<file path="src/rtl/bitblade_pkg.sv">
// Shared types and constants for the BitBlade brick datapath: precision modes,
// brick geometry and the per-brick shift rule.
package bitblade_pkg;

    localparam int PROD_W  = 6;
    localparam int NBRICK  = 16;
    localparam int BEAT_W  = 18;
    localparam int SHIFT_W = 4;

    typedef enum logic [1:0] {
        MODE_2B = 2'd0,
        MODE_4B = 2'd1,
        MODE_8B = 2'd2
    } mode_e;

    // The reserved encoding behaves exactly like 2b x 2b.
    function automatic mode_e norm_mode(input logic [1:0] m);
        return (m == 2'd3) ? MODE_2B : mode_e'(m);
    endfunction

    // Brick k = {k3,k2,k1,k0}; the shift is twice the sum of the digit weights.
    function automatic logic [SHIFT_W-1:0] brick_shift(input mode_e mode, input logic [3:0] k);
        logic [SHIFT_W-1:0] s;
        s = '0;
        case (mode)
            MODE_4B: s = ({3'b000, k[0]} + {3'b000, k[1]}) << 1;
            MODE_8B: s = ({2'b00, k[1:0]} + {2'b00, k[3:2]}) << 1;
            default: s = '0;
        endcase
        return s;
    endfunction

endpackage

</file>
<file path="src/rtl/bitbrick_shift_accumulator_if.sv">
// Beat input and result output handshake bundle of the shift accumulator.
interface bitbrick_shift_accumulator_if #(
    parameter int ACC_W = 32,
    parameter int CNT_W = 8
);
    logic                    in_valid;
    logic                    in_ready;
    logic [95:0]             in_prod;
    logic [1:0]              in_mode;
    logic                    in_last;
    logic                    out_valid;
    logic                    out_ready;
    logic [ACC_W-1:0]        out_acc;
    logic [CNT_W-1:0]        out_cnt;
    logic                    out_ovf;

    modport master (
        output in_valid, in_prod, in_mode, in_last, out_ready,
        input  in_ready, out_valid, out_acc, out_cnt, out_ovf
    );

    modport slave (
        input  in_valid, in_prod, in_mode, in_last, out_ready,
        output in_ready, out_valid, out_acc, out_cnt, out_ovf
    );
endinterface

</file>
<file path="src/rtl/bitbrick_shift_tree.sv">
// Combinational brick reduction: sign-extend each 6-bit product, apply its
// precision shift and sum all sixteen into one 18-bit signed beat value.
module bitbrick_shift_tree
    import bitblade_pkg::*;
(
    input  logic [PROD_W*NBRICK-1:0]  prod,
    input  mode_e                     mode,
    output logic signed [BEAT_W-1:0]  sum
);

    logic signed [BEAT_W-1:0] term [NBRICK];
    logic signed [BEAT_W-1:0] lvl  [NBRICK];

    generate
        for (genvar gi = 0; gi < NBRICK; gi++) begin : g_brick
            logic signed [BEAT_W-1:0] ext;
            assign ext      = {{(BEAT_W-PROD_W){prod[gi*PROD_W+PROD_W-1]}}, prod[gi*PROD_W +: PROD_W]};
            assign term[gi] = ext <<< brick_shift(mode, 4'(gi));
        end
    endgenerate

    // Pairwise reduction; each level halves the live width in place.
    always_comb begin
        for (int i = 0; i < NBRICK; i++) begin
            lvl[i] = term[i];
        end
        for (int w = NBRICK / 2; w >= 1; w = w / 2) begin
            for (int i = 0; i < w; i++) begin
                lvl[i] = lvl[2*i] + lvl[2*i+1];
            end
        end
        sum = lvl[0];
    end

endmodule

</file>
<file path="src/rtl/bitbrick_shift_accumulator.sv">
// Three-stage BitBlade accumulator: beat-sum register, group accumulator and
// output register, all stalled together behind the output handshake.
module bitbrick_shift_accumulator
    import bitblade_pkg::*;
#(
    parameter int ACC_W = 32,
    parameter int CNT_W = 8
) (
    input  logic clk,
    input  logic rst,
    bitbrick_shift_accumulator_if.slave bus
);

    logic                     adv;
    logic                     in_fire;
    mode_e                    in_mode_n;
    mode_e                    eff_mode;
    logic signed [BEAT_W-1:0] beat_sum;

    logic        first_in_q, first_in_d;
    mode_e       grp_mode_q, grp_mode_d;

    logic                     s1_valid_q, s1_valid_d;
    logic                     s1_last_q,  s1_last_d;
    logic                     s1_first_q, s1_first_d;
    logic signed [BEAT_W-1:0] s1_sum_q,   s1_sum_d;

    logic                     s2_valid_q, s2_valid_d;
    logic                     s2_last_q,  s2_last_d;
    logic [ACC_W-1:0]         acc_q,      acc_d;
    logic [CNT_W-1:0]         cnt_q,      cnt_d;
    logic                     ovf_q,      ovf_d;

    logic                     out_valid_q, out_valid_d;
    logic [ACC_W-1:0]         out_acc_q,   out_acc_d;
    logic [CNT_W-1:0]         out_cnt_q,   out_cnt_d;
    logic                     out_ovf_q,   out_ovf_d;

    logic [ACC_W-1:0]         beat_ext;
    logic [ACC_W-1:0]         acc_sum;
    logic                     add_ovf;

    assign adv       = !out_valid_q || bus.out_ready;
    assign in_fire   = bus.in_valid && adv;
    assign in_mode_n = norm_mode(bus.in_mode);
    // Later beats of a group reuse the mode captured on its first beat.
    assign eff_mode  = first_in_q ? in_mode_n : grp_mode_q;

    bitbrick_shift_tree u_tree (
        .prod (bus.in_prod),
        .mode (eff_mode),
        .sum  (beat_sum)
    );

    assign beat_ext = {{(ACC_W-BEAT_W){s1_sum_q[BEAT_W-1]}}, s1_sum_q};
    assign acc_sum  = acc_q + beat_ext;
    assign add_ovf  = (acc_q[ACC_W-1] == beat_ext[ACC_W-1]) && (acc_sum[ACC_W-1] != acc_q[ACC_W-1]);

    always_comb begin
        first_in_d  = first_in_q;
        grp_mode_d  = grp_mode_q;
        s1_valid_d  = s1_valid_q;
        s1_last_d   = s1_last_q;
        s1_first_d  = s1_first_q;
        s1_sum_d    = s1_sum_q;
        s2_valid_d  = s2_valid_q;
        s2_last_d   = s2_last_q;
        acc_d       = acc_q;
        cnt_d       = cnt_q;
        ovf_d       = ovf_q;
        out_valid_d = out_valid_q;
        out_acc_d   = out_acc_q;
        out_cnt_d   = out_cnt_q;
        out_ovf_d   = out_ovf_q;

        if (adv) begin
            if (in_fire) begin
                first_in_d = bus.in_last;
                grp_mode_d = eff_mode;
            end
            s1_valid_d = in_fire;
            s1_last_d  = bus.in_last;
            s1_first_d = first_in_q;
            s1_sum_d   = beat_sum;

            s2_valid_d = s1_valid_q;
            s2_last_d  = s1_last_q;
            if (s1_valid_q) begin
                if (s1_first_q) begin
                    acc_d = beat_ext;
                    cnt_d = CNT_W'(1);
                    ovf_d = 1'b0;
                end else begin
                    acc_d = acc_sum;
                    cnt_d = (cnt_q == '1) ? cnt_q : cnt_q + CNT_W'(1);
                    ovf_d = ovf_q | add_ovf;
                end
            end

            // Draining and reloading in one edge keeps out_valid high.
            out_valid_d = s2_valid_q && s2_last_q;
            if (s2_valid_q && s2_last_q) begin
                out_acc_d = acc_q;
                out_cnt_d = cnt_q;
                out_ovf_d = ovf_q;
            end
        end
    end

    always_ff @(posedge clk) begin
        if (rst) begin
            first_in_q  <= 1'b1;
            grp_mode_q  <= MODE_2B;
            s1_valid_q  <= 1'b0;
            s1_last_q   <= 1'b0;
            s1_first_q  <= 1'b1;
            s1_sum_q    <= '0;
            s2_valid_q  <= 1'b0;
            s2_last_q   <= 1'b0;
            acc_q       <= '0;
            cnt_q       <= '0;
            ovf_q       <= 1'b0;
            out_valid_q <= 1'b0;
            out_acc_q   <= '0;
            out_cnt_q   <= '0;
            out_ovf_q   <= 1'b0;
        end else begin
            first_in_q  <= first_in_d;
            grp_mode_q  <= grp_mode_d;
            s1_valid_q  <= s1_valid_d;
            s1_last_q   <= s1_last_d;
            s1_first_q  <= s1_first_d;
            s1_sum_q    <= s1_sum_d;
            s2_valid_q  <= s2_valid_d;
            s2_last_q   <= s2_last_d;
            acc_q       <= acc_d;
            cnt_q       <= cnt_d;
            ovf_q       <= ovf_d;
            out_valid_q <= out_valid_d;
            out_acc_q   <= out_acc_d;
            out_cnt_q   <= out_cnt_d;
            out_ovf_q   <= out_ovf_d;
        end
    end

    assign bus.in_ready  = adv;
    assign bus.out_valid = out_valid_q;
    assign bus.out_acc   = out_acc_q;
    assign bus.out_cnt   = out_cnt_q;
    assign bus.out_ovf   = out_ovf_q;

endmodule

</file>
<file path="src/flat_wrapper.sv">
// flat-port wrapper written by rule: the top's interface ports become plain ports
module bitbrick_shift_accumulator_flat import bitblade_pkg::*;
#(
    parameter int ACC_W = 32,
    parameter int CNT_W = 8
)
  (clk, rst, bus_in_valid, bus_in_prod, bus_in_mode, bus_in_last, bus_out_ready, bus_in_ready, bus_out_valid, bus_out_acc, bus_out_cnt, bus_out_ovf);
  bitbrick_shift_accumulator_if #(.ACC_W(ACC_W), .CNT_W(CNT_W)) bus_i ();
  input  logic clk;
  input  logic rst;
  input wire logic [$bits(bus_i.in_valid)-1:0] bus_in_valid;
  input wire logic [$bits(bus_i.in_prod)-1:0] bus_in_prod;
  input wire logic [$bits(bus_i.in_mode)-1:0] bus_in_mode;
  input wire logic [$bits(bus_i.in_last)-1:0] bus_in_last;
  input wire logic [$bits(bus_i.out_ready)-1:0] bus_out_ready;
  output wire logic [$bits(bus_i.in_ready)-1:0] bus_in_ready;
  output wire logic [$bits(bus_i.out_valid)-1:0] bus_out_valid;
  output wire logic [$bits(bus_i.out_acc)-1:0] bus_out_acc;
  output wire logic [$bits(bus_i.out_cnt)-1:0] bus_out_cnt;
  output wire logic [$bits(bus_i.out_ovf)-1:0] bus_out_ovf;
  assign bus_i.in_valid = bus_in_valid;
  assign bus_i.in_prod = bus_in_prod;
  assign bus_i.in_mode = bus_in_mode;
  assign bus_i.in_last = bus_in_last;
  assign bus_i.out_ready = bus_out_ready;
  assign bus_in_ready = bus_i.in_ready;
  assign bus_out_valid = bus_i.out_valid;
  assign bus_out_acc = bus_i.out_acc;
  assign bus_out_cnt = bus_i.out_cnt;
  assign bus_out_ovf = bus_i.out_ovf;
  bitbrick_shift_accumulator #(.ACC_W(ACC_W), .CNT_W(CNT_W)) u_core (.clk(clk), .rst(rst), .bus(bus_i));
endmodule
</file>
<file path="config.mk">
export PLATFORM = sky130hd
export DESIGN_NAME = bitbrick_shift_accumulator_flat
export DESIGN_NICKNAME = d
export VERILOG_FILES = /design/src/rtl/bitblade_pkg.sv /design/src/rtl/bitbrick_shift_accumulator_if.sv /design/src/rtl/bitbrick_shift_tree.sv /design/src/rtl/bitbrick_shift_accumulator.sv /design/src/flat_wrapper.sv
export SDC_FILE = /design/constraint.sdc
export NUM_CORES = 1
export LEC_CHECK = 0
export CAP_MARGIN = 10
export CORE_MARGIN = 2
export CORE_UTILIZATION = 60
export DETAILED_ROUTE_END_ITERATION = 6
export GPL_ROUTABILITY_DRIVEN = 0
export GPL_TIMING_DRIVEN = 0
export PLACE_DENSITY = 0.83
export SYNTH_ARGS = -nofsm -noshare
export SYNTH_HDL_FRONTEND = slang
export SYNTH_SLANG_ARGS = --single-unit
</file>
<file path="constraint.sdc">
create_clock -name clk -period 17.98 [get_ports clk]
set_input_delay 5.394 -clock clk [delete_from_list [all_inputs] [get_ports clk]]
set_output_delay 5.394 -clock clk [all_outputs]
set_load 0.05 [all_outputs]
</file>
==> run_results.csv, run 1 <==
group,metric,value,unit
drt,final_antenna_net_count,0,
sta,worstMarginPinSlew,0.843,ns
place,place.detailed.instances,2025,
sta,worst_skew,0.0109,ns
critical_path,critPathKind,"in2reg",
clock_network,cts_setup_buffers,0,
global_route,grt_use_met2,0.554,
drt,initial_detailed_routing_violation_count,1117,
clock_network,clock-root-buffer,"clkbuf_16",
critical_path,path_max_fanout,10,
global_route,number_of_antenna_violations_at_the_first_check_in_global_routing,0,
floorplanning,chip_area,23800,µm²
clock_network,ctsHtreeMaxLevel,3,
synth,ys.flop_type,"dfxtp_1",
critical_path,regToRegStartpoint,"u_core.first_in_q",
drt,route.detailed.drc,0,
critical_path,r2r_slack,9.56,ns
place,place_ws,4.12,ns
sta,finalWorstSetupSlack,4.36,ns
synth,yosys.stat.chipArea,13500,µm²
global_route,grt.overflow.total,0,
global_route,number_of_global_route_vias_before_repair,12400,
synth,count_of_cell_types_in_the_netlist,61,
synth,syn-cell-area,13500,µm²
synth,postSynth.asyncResetShare,0,
global_route,met3_usage,0.0574,
clock_network,cts_resized,0,
critical_path,crit_cells,30,
layout,final_nets,2139,
worst_hold_path,hold_path_origin,"u_core.bus.out_cnt[1]",
synth,synthesis.area_per_instance,8.46,µm²
place,post-dp-hpwl,32600,µm
synth,synth-warning-count,0,
synth,synth_nets,1984,
synth,top_area_cell,"fa_1",
critical_path,worstSetupStartpoint,"bus_in_mode[1]",
critical_path,cell_class_contributing_the_biggest_share_of_worst_path_delay,"adder cells",
synth,most_common_cell,"nand2_1",
floorplanning,tapcell.inserted,280,
synth,synth_stat.cells,1601,
layout,signal_buffer_area_fraction,0.109,
layout,instances_no_fill,2041,
critical_path,critical_path.most_common_cell,"fa_1",
layout,diodes,0,
status,run_status,"finished clean",
synth,post_synth_ao_oa_area_fraction,0.151,
## run 1: cell usage in the layout, fill, tap and decap left out, types with 3 or more instances in the layout
cell type and instances:
clkbuf_16 9, nor3_1 10, clkbuf_1 61, mux2_2 10
and2_1 15, nand4_1 4, nor2_1 77, a311oi_1 7
o21bai_1 11, o211a_1 4, nand2_1 269, xor2_1 15
dfxtp_1 109, a31o_2 4, ha_1 60, a211oi_1 12
clkdlybuf4s50_1 144, nor2b_1 24, a31oi_1 14, nand2b_1 21
or2_2 18, o21a_1 6, mux2i_1 36, inv_1 227
a21o_1 24, a21boi_0 3, o211ai_1 13, xnor2_1 42
fa_1 220, o21ai_0 61, a21oi_1 157, nand3_1 17
buf_1 7
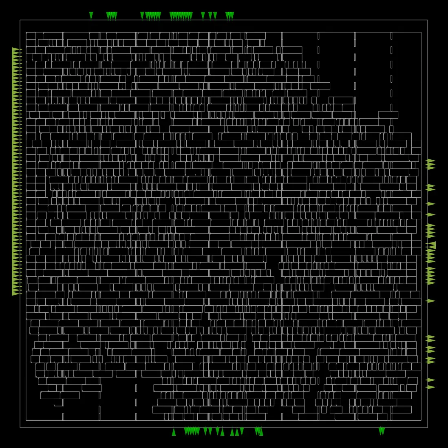
(run_1/placed.png)
Seq/total area: 0.139
share of the core filled with cells: 0.713

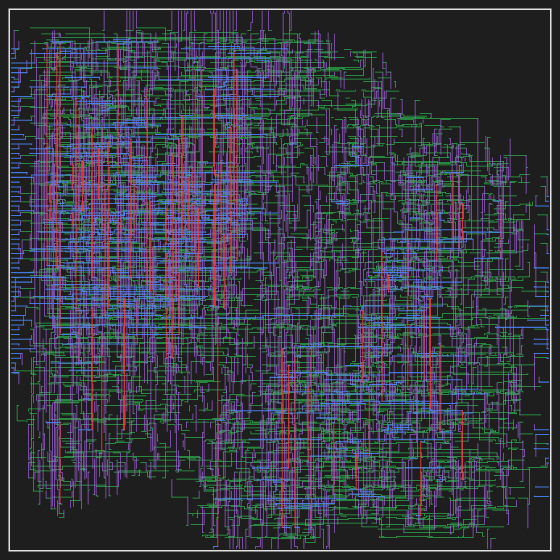
(run_1/layers.png)
| color | layer | wire length |
|---|---|---|
| green | M1 | 14700 µm |
| purple | M2 | 18100 µm |
| blue | M3 | 3580 µm |
| red | M4 | 2330 µm |
total global-route track usage: 0.334
routed wire length: 38700 µm
post-DR wirelength/cell: 19.0 µm

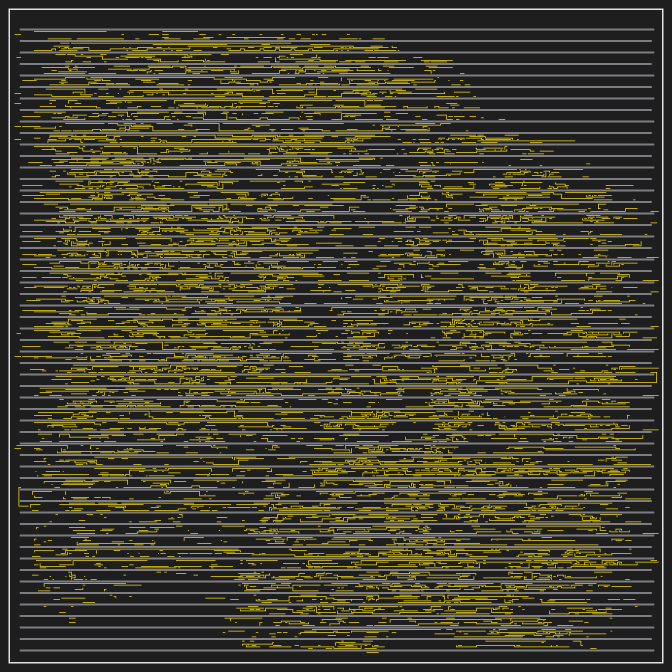
(run_1/m1.png)
Supply wires on this layer in gray.
longest straight run: 52.0 µm
wire length on this layer: 14700 µm
share of all routed wire: 38%
met1 track demand over resource in global routing: 0.415
number of vias in the routed layout: 12.2k

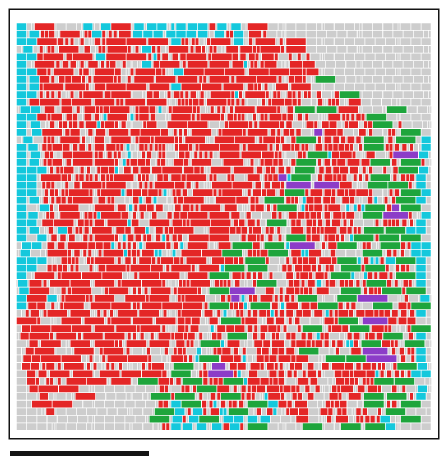
(run_1/class_map.png)
Bar = 50 µm. Fill, decap, tap and diode cells in gray.
| color | class | cells |
|---|---|---|
| purple | clock drivers and dummy loads | 16 |
| cyan | remaining buffers and delay cells | 214 |
| green | registers | 109 |
| red | remaining logic cells | 1422 |
finished layout cell area: 15700 µm²
standard-cell rows: 54
core area: 22000 µm²

==> run 1 -> run 2 <==
CORE_UTILIZATION = 53   (was 60)
PLACE_DENSITY = 0.78   (was 0.83)
clock period = 11.2 ns   (was 17.98 ns; I/O delays follow)
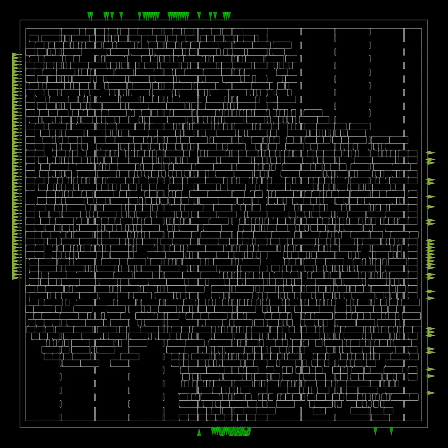
(run_2/placed.png)
core area: 25100 µm²
Seq/total area: 0.139

==> run_results.csv, run 2 <==
group,metric,value,unit
status,run_status,"finished clean",
synth,synth-warning-count,0,
synth,post_synth_ao_oa_area_fraction,0.151,
synth,postSynth.asyncResetShare,0,
floorplanning,tapcell.inserted,330,
synth,most_common_cell,"nand2_1",
layout,nFillCells,2192,
critical_path,worstSetupStartpoint,"bus_in_mode[1]",
synth,syn-cell-area,13500,µm²
place,place_ws,-0.691,ns
synth,synthesis.area_per_instance,8.46,µm²
place,post-dp-hpwl,32100,µm
global_route,number_of_antenna_violations_at_the_first_check_in_global_routing,0,
clock_network,clock-root-buffer,"clkbuf_16",
critical_path,crit_cells,30,
critical_path,crit_path_top_delay_cell,"fa_1",
sta,worst_skew,0.0116,ns
sta,setup-tns-final,0,ns
synth,synth_nets,1984,
global_route,grt.overflow.total,0,
layout,signal_buffer_area_fraction,0.109,
synth,yosys.stat.chipArea,13500,µm²
layout,layout_top_cell_excl_fill_tap,"nand2_1",
critical_path,r2r_slack,3.35,ns
layout,nClkBuffers,10,
synth,ys.flop_type,"dfxtp_1",
critical_path,critPathKind,"in2reg",
drt,viasPerCell,5.68,
clock_network,ctsHtreeMaxLevel,3,
floorplanning,die.size.x,164,µm
layout,instances_no_fill,2088,
clock_network,holdBufCountCts,0,
sta,worstMarginPinSlew,0.836,ns
synth,count_of_cell_types_in_the_netlist,61,
critical_path,critical_path.most_common_cell,"fa_1",
layout,lay_top_cells,"269 x nand2_1, 227 x inv_1, 220 x fa_1",
drt,final_antenna_net_count,0,
synth,synth_stat.cells,1601,
layout,final_nets,2136,
drt,route.detailed.drc,0,
layout,diodes,0,
clock_network,worstSkewPairLatency,0.36,ns
clock_network,cts_resized,5,
floorplanning,standard_cell_rows,58,
synth,top_area_cell,"fa_1",
clock_network,cts_setup_buffers,0,
drt,initial_detailed_routing_violation_count,1046,
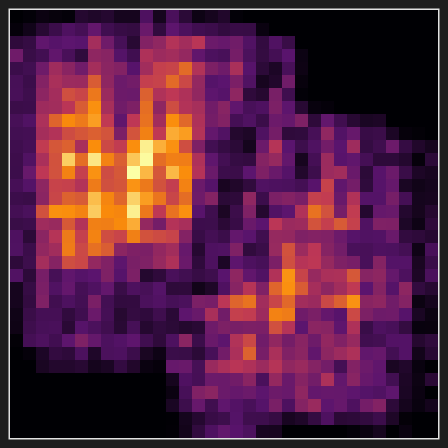
(run_2/route_heat.png)
33 x 33 tiles, from black (low) to pale yellow (high), scaled to the fullest tile. Values are wire area over tile area, all layers added.
fullest tile: 0.91
emptiest ninth of the die: top right
densest ninth of the die: left middle
nearly empty tiles: 17%
tiles over half the peak: 14%
mean over tiles: 0.24
post-DR wirelength/cell: 18.1 µm
total global-route track usage: 0.284
number of vias in the routed layout: 11.9k
routed wire length: 37900 µm

-- run 2: netlist changes by cell type in the layout (fill, tap and decap cells not counted), moves of 2 or more --
cell	change
clkbuf_1	-12
clkbuf_2	+10
buf_1	-3
a21oi_1	-2
a21oi_2	+2
bufinv_16	-2
nor2_1	-2
-- run 2: stage by stage --
step | instance area, µm² | util
final | 15700 | 0.626
after global routing | 15700 | 0.626
after CTS | 15700 | 0.625
after detailed placement | 15400 | 0.613
after floorplan | 13500 | -
after global placement | 15400 | 0.613
-- run 2: routing by layer --
metal  global-route usage  vias to the layer above  wire length [µm]
met2                0.489                      600             18000
li1                     -                     5466                 -
met3               0.0338                      136              3140
met5                    0                        -                 0
met4                0.130                        0              1810
met1                0.359                     5653             14900
==> run 2 -> run 3 <==
CORE_MARGIN = unset   (was 2)
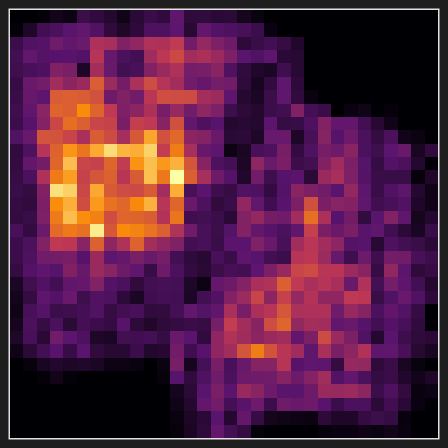
(run_3/route_heat.png)
32 x 32 tiles, from black (low) to pale yellow (high), scaled to the fullest tile. Values are wire area over tile area, all layers added.
emptiest ninth of the die: top right
fullest tile: 1.0
densest ninth of the die: left middle
mean over tiles: 0.25
tiles over half the peak: 12%
routed wire length: 38400 µm
number of vias in the routed layout: 12.0k

==> run_results.csv, run 3 <==
group,metric,value,unit
critical_path,r2r_slack,3.40,ns
synth,synth-warning-count,0,
critical_path,worstSetupStartpoint,"bus_in_mode[1]",
clock_network,clock-root-buffer,"clkbuf_16",
floorplanning,core_area,25100,µm²
layout,final_util,0.628,
layout,lay_top_cells,"269 x nand2_1, 227 x inv_1, 220 x fa_1",
synth,top_area_cell,"fa_1",
drt,initial_detailed_routing_violation_count,1142,
synth,yosys.stat.chipArea,13500,µm²
synth,post_synth_ao_oa_area_fraction,0.151,
drt,route.detailed.drc,0,
layout,nFillCells,2199,
synth,syn-cell-area,13500,µm²
drt,viasPerCell,5.75,
synth,synth_nets,1984,
layout,final_area,15800,µm²
place,post-dp-hpwl,32000,µm
sta,worst_skew,0.00885,ns
layout,final_nets,2137,
synth,postSynth.asyncResetShare,0,
status,run_status,"finished clean",
critical_path,critical_path.endpoint_type,"register",
synth,ys.flop_type,"dfxtp_1",
clock_network,worstSkewPairLatency,0.36,ns
critical_path,cell_class_contributing_the_biggest_share_of_worst_path_delay,"adder cells",
floorplanning,chip_area,26200,µm²
critical_path,critPathKind,"in2reg",
synth,most_common_cell,"nand2_1",
worst_hold_path,hold_path_origin,"u_core.bus.out_acc[28]",
place,place_ws,-0.592,ns
layout,signal_buffer_area_fraction,0.109,
synth,synthesis.area_per_instance,8.46,µm²
critical_path,crit_path_top_delay_cell,"fa_1",
place,place.detailed.instances,2075,
critical_path,regToRegStartpoint,"u_core.first_in_q",
global_route,number_of_global_route_vias_before_repair,12000,
clock_network,ctsHtreeMaxLevel,3,
layout,layout_top_cell_excl_fill_tap,"nand2_1",
place,cell_area_after_placement,15400,µm²
layout,seq-cell-share,0.138,
clock_network,cts_resized,6,
global_route,number_of_antenna_violations_at_the_first_check_in_global_routing,0,
sta,finalWorstSetupSlack,0.414,ns
clock_network,cts_setup_buffers,0,
clock_network,holdBufCountCts,0,
synth,synth_stat.cells,1601,
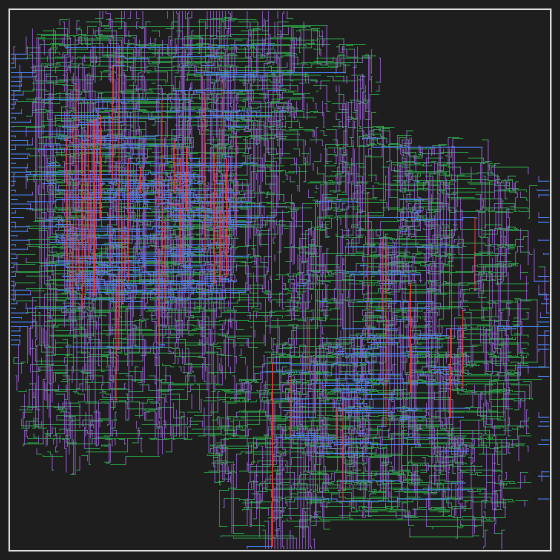
(run_3/layers.png)
| color | layer | wire length |
|---|---|---|
| purple | M2 | 18200 µm |
| green | M1 | 15000 µm |
| red | M4 | 1870 µm |
| blue | M3 | 3320 µm |
total global-route track usage: 0.297
post-DR wirelength/cell: 18.4 µm

run 3: worst max path at each step:
stage               slack [ns]                   to  depth (start not counted)
floorplan                 1.11  u_core.s1_sum_q[16]                         29
global placement         -0.48  u_core.s1_sum_q[16]                         30
detailed placement       -0.59  u_core.s1_sum_q[16]                         30
CTS                       0.06  u_core.s1_sum_q[16]                         30
global route             0.005  u_core.s1_sum_q[16]                         30
finish                    0.41  u_core.s1_sum_q[16]                         30
run 3: routing by layer:
metal  global-route usage  up-vias  wire [µm]
li1                     -     5450          -
met1                0.371     5771      15000
met2                0.499      634      18200
met3               0.0529      151       3320
met4                0.142        0       1870
met5                    0        -          0
